M1 wires:
Supply wires on this layer in gray.
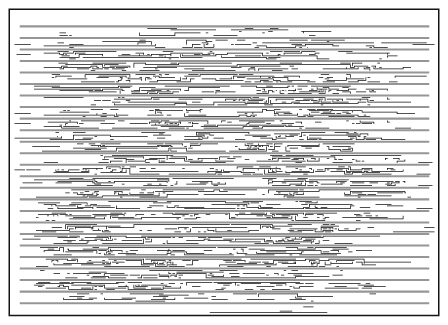
Signal wires on met2:
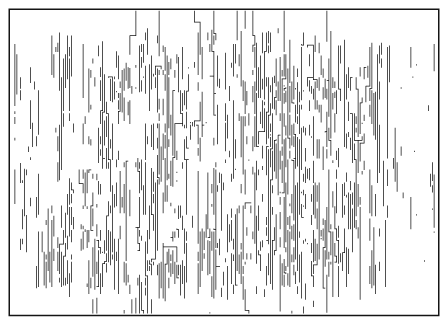
Met3 routing:
Bar = 20 µm. Cells faint in the background.
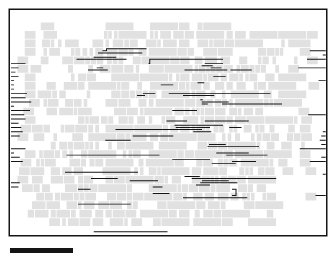
Clock wiring as the flow saved it:
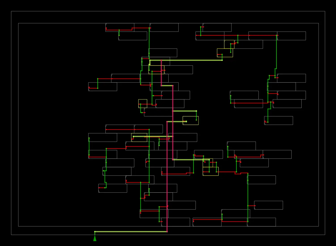
Selected gate families:
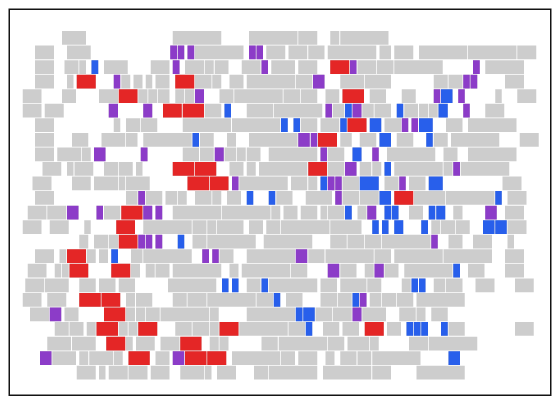
==> config.mk <==
export PLATFORM = sky130hd
export DESIGN_NAME = vga_rect_plot_engine
export DESIGN_NICKNAME = d
export VERILOG_FILES = /design/src/rtl/vga_rect_plot_engine.sv
export SDC_FILE = /design/constraint.sdc
export NUM_CORES = 1
export LEC_CHECK = 0
export CAP_MARGIN = 30
export CORE_ASPECT_RATIO = 0.7
export CORE_MARGIN = 2
export CORE_UTILIZATION = 59
export DETAILED_ROUTE_END_ITERATION = 6
export MAX_ROUTING_LAYER = met4
export PLACE_DENSITY = 0.88
export SYNTH_ARGS = -nofsm -noshare
export SYNTH_HDL_FRONTEND = slang
export SYNTH_SLANG_ARGS = --single-unit
==> constraint.sdc <==
create_clock -name clk -period 5 [get_ports clk]
set_clock_uncertainty 0.05 [all_clocks]
set_input_delay 1 -clock clk [delete_from_list [all_inputs] [get_ports clk]]
set_output_delay 1 -clock clk [all_outputs]
set_load 0.005 [all_outputs]
==> src/rtl/vga_rect_plot_engine.sv <==
// Pixel-plot engine: turns one point/fill/clear/outline command into a
// clipped raster-order pixel stream with valid/ready backpressure.
module vga_rect_plot_engine #(
    parameter int SCREEN_W = 160,
    parameter int SCREEN_H = 120,
    parameter int X_W      = 8,
    parameter int Y_W      = 7,
    parameter int COLOUR_W = 3
) (
    input  logic                clk,
    input  logic                reset,
    input  logic                cmd_valid,
    output logic                cmd_ready,
    input  logic [1:0]          cmd_mode,
    input  logic [X_W-1:0]      cmd_x0,
    input  logic [Y_W-1:0]      cmd_y0,
    input  logic [X_W-1:0]      cmd_x1,
    input  logic [Y_W-1:0]      cmd_y1,
    input  logic [COLOUR_W-1:0] cmd_colour,
    output logic                pix_valid,
    input  logic                pix_ready,
    output logic [X_W-1:0]      pix_x,
    output logic [Y_W-1:0]      pix_y,
    output logic [COLOUR_W-1:0] pix_colour,
    output logic                busy,
    output logic                done
);

    typedef enum logic [1:0] {IDLE, DRAW, DONE} state_t;

    localparam logic [1:0] M_POINT   = 2'b00;
    localparam logic [1:0] M_CLEAR   = 2'b10;
    localparam logic [1:0] M_OUTLINE = 2'b11;

    localparam logic [X_W:0] X_LIM = (X_W+1)'(SCREEN_W);
    localparam logic [Y_W:0] Y_LIM = (Y_W+1)'(SCREEN_H);

    state_t state, state_nx;

    logic [X_W-1:0]      xmin, xmax, a_xmin, a_xmax;
    logic [Y_W-1:0]      ymin, ymax, a_ymin, a_ymax;
    logic [X_W:0]        cx;
    logic [Y_W:0]        cy;
    logic [COLOUR_W-1:0] colour;
    logic [1:0]          mode;

    logic accept, on_screen, on_edge, emit, advance, last, row_end;

    assign accept    = (state == IDLE) && cmd_valid;
    // Cursor is one bit wider than the bounds so xmax at full range compares cleanly.
    assign on_screen = (cx < X_LIM) && (cy < Y_LIM);
    assign on_edge   = (mode != M_OUTLINE)
                    || (cx == {1'b0, xmin}) || (cx == {1'b0, xmax})
                    || (cy == {1'b0, ymin}) || (cy == {1'b0, ymax});
    assign emit      = on_screen && on_edge;
    assign row_end   = (cx == {1'b0, xmax});
    assign last      = row_end && (cy == {1'b0, ymax});
    assign advance   = (state == DRAW) && (!emit || pix_ready);

    assign cmd_ready  = (state == IDLE);
    assign busy       = (state != IDLE);
    assign done       = (state == DONE);
    assign pix_valid  = (state == DRAW) && emit;
    assign pix_x      = cx[X_W-1:0];
    assign pix_y      = cy[Y_W-1:0];
    assign pix_colour = colour;

    always_comb begin
        a_xmin = (cmd_x0 < cmd_x1) ? cmd_x0 : cmd_x1;
        a_xmax = (cmd_x0 < cmd_x1) ? cmd_x1 : cmd_x0;
        a_ymin = (cmd_y0 < cmd_y1) ? cmd_y0 : cmd_y1;
        a_ymax = (cmd_y0 < cmd_y1) ? cmd_y1 : cmd_y0;
        case (cmd_mode)
            M_POINT: begin
                a_xmin = cmd_x0;
                a_xmax = cmd_x0;
                a_ymin = cmd_y0;
                a_ymax = cmd_y0;
            end
            M_CLEAR: begin
                a_xmin = '0;
                a_xmax = X_W'(SCREEN_W - 1);
                a_ymin = '0;
                a_ymax = Y_W'(SCREEN_H - 1);
            end
            default: ;
        endcase
    end

    always_comb begin
        state_nx = state;
        case (state)
            IDLE:    if (accept) state_nx = DRAW;
            DRAW:    if (advance && last) state_nx = DONE;
            DONE:    state_nx = IDLE;
            default: state_nx = IDLE;
        endcase
    end

    always_ff @(posedge clk or posedge reset) begin
        if (reset) state <= IDLE;
        else       state <= state_nx;
    end

    always_ff @(posedge clk or posedge reset) begin
        if (reset) begin
            xmin   <= '0;
            xmax   <= '0;
            ymin   <= '0;
            ymax   <= '0;
            cx     <= '0;
            cy     <= '0;
            colour <= '0;
            mode   <= '0;
        end else if (accept) begin
            xmin   <= a_xmin;
            xmax   <= a_xmax;
            ymin   <= a_ymin;
            ymax   <= a_ymax;
            cx     <= {1'b0, a_xmin};
            cy     <= {1'b0, a_ymin};
            colour <= cmd_colour;
            mode   <= cmd_mode;
        end else if (advance && !last) begin
            if (row_end) begin
                cx <= {1'b0, xmin};
                cy <= cy + (Y_W+1)'(1);
            end else begin
                cx <= cx + (X_W+1)'(1);
            end
        end
    end

endmodule
==> results.cfg <==
; physical design summary
[run_status]
status = finished, final reports clean

[logic_synthesis]
adder_share_pct = 4.84
ys_ff = 54
ys_area_um2 = 3880
ys_seq_share_pct = 34.8
synthDistinctLibCells = 53
yosysWarnings = 0
yosys.area_share.aoi_pct = 20.6
synthSimpleGateAreaFrac_pct = 15.0
synth_top_cell_by_area = dfrtp_1
syn_inst = 436

[power_and_ir_drop]
p_switching_mw = 0.817
power_frac_seq_pct = 41.3
irDropWorstVdd_v = 0.000183
p_comb_share_pct = 46.4
p_leak_nw = 2.15
internal_power_mw = 1.23
power_density_nw_per_um2 = 452

[run]
warnings = 26

[final_layout]
final_nets = 525
fin_area_um2 = 4520
final_cell_mix = clkdlybuf4s50_1 (60), dfrtp_1 (54), nand2_1 (38), nor2_1 (37), a21oi_1 (27)
fillers = 479
utilization_pct = 71.7

[worst_setup_path]
endpoint = xmin[7]
reg2regPathDepth = 7
start_kind = input port
r2r_end = cx[7]
slowest_stage = clkdlybuf4s50_1
cp_num_cells = 10
r2r_slack_ps = 2370
cp_top_family = AND-OR/OR-AND gates

[placed_design]
gp_congestion = 0.871
place_inst = 542

[final_timing]
setup_viol = 0
fin_ws_ps = 1380
finalCriticalPeriod_ps = 3620

[clocking]
clock_path_buffers = 2
root_buffer = clkbuf_8

[grt]
grt_pass1_vias = 3204
track_usage_pct = 29.1
gr-usage-met1_pct = 43.7

[worst_hold_path]
whs_path_depth = 2
min_from = pix_colour[0]
min_to = pix_colour[0]

[route]
ant_nets = 0
wire_per_inst_um = 17.3
wl_met3_um = 700

[floorplan]
placementRows = 24
-- 'M1 wires' (at the start) --
wire length on this layer: 4650 µm
share of all routed wire: 49%
longest straight run: 42.3 µm
nets with wire on the layer: 483
main direction: horizontal

-- 'signal wires on met2' (at the start) --
share of all routed wire: 43%
longest straight run: 30.3 µm
WL final: 9520 µm
total number of vias: 3351
met2 Track Usage GR: 42.6%

-- 'met3 routing' (at the start) --
longest straight run: 32.2 µm
main direction: horizontal
wire length on this layer: 701 µm
share of all routed wire: 7.4%
nets with wire on the layer: 80
met3 usage: 3.71%

-- 'clock wiring as the flow saved it' (at the start) --
Insertion Delay late pin: 320 ps
CLK BUF: 5
P_clk: 0.252 mW
total CTS buffers: 5

-- 'selected gate families' (at the start) --
| color | family | cells | most used |
|---|---|---|---|
| blue | nor cells | 52 | nor2_1 |
| purple | nand cells | 58 | nand2_1 |
| red | mux cells | 33 | mux2i_1 |

==> registers in the layout, summed over array words and instances (netlist names), 3 cells and up <==
register and flops:
cx 9, cy 8, xmax 8, xmin 8
ymax 7, ymin 7, pix_colour 3
==> cells by family (layout without fill, tap and decap cells) <==
| logic type | after synthesis | after routing |
|---|---|---|
| muxes | 33 | 33 |
| DFF | 54 | 54 |
| adders and majority gates | 15 | 15 |
| xor gates and xnor gates | 36 | 36 |
| buffers and inverters | 59 | 95 |
| and+or+nand+nor | 123 | 123 |
| AOI/OAI and AO/OA | 116 | 116 |
==> cell type report <==
cell class | count | share of cell area (%)
timing repair buffer | 70 | 15.2
inverter | 17 | 1.41
clock buffer | 5 | 1.52
tap | 78 | 2.16
sequential | 54 | 29.9
clock inverter | 3 | 0.553
multi-input combinational | 323 | 49.3
No activity file was given, so power comes from the tool's default toggle rates.
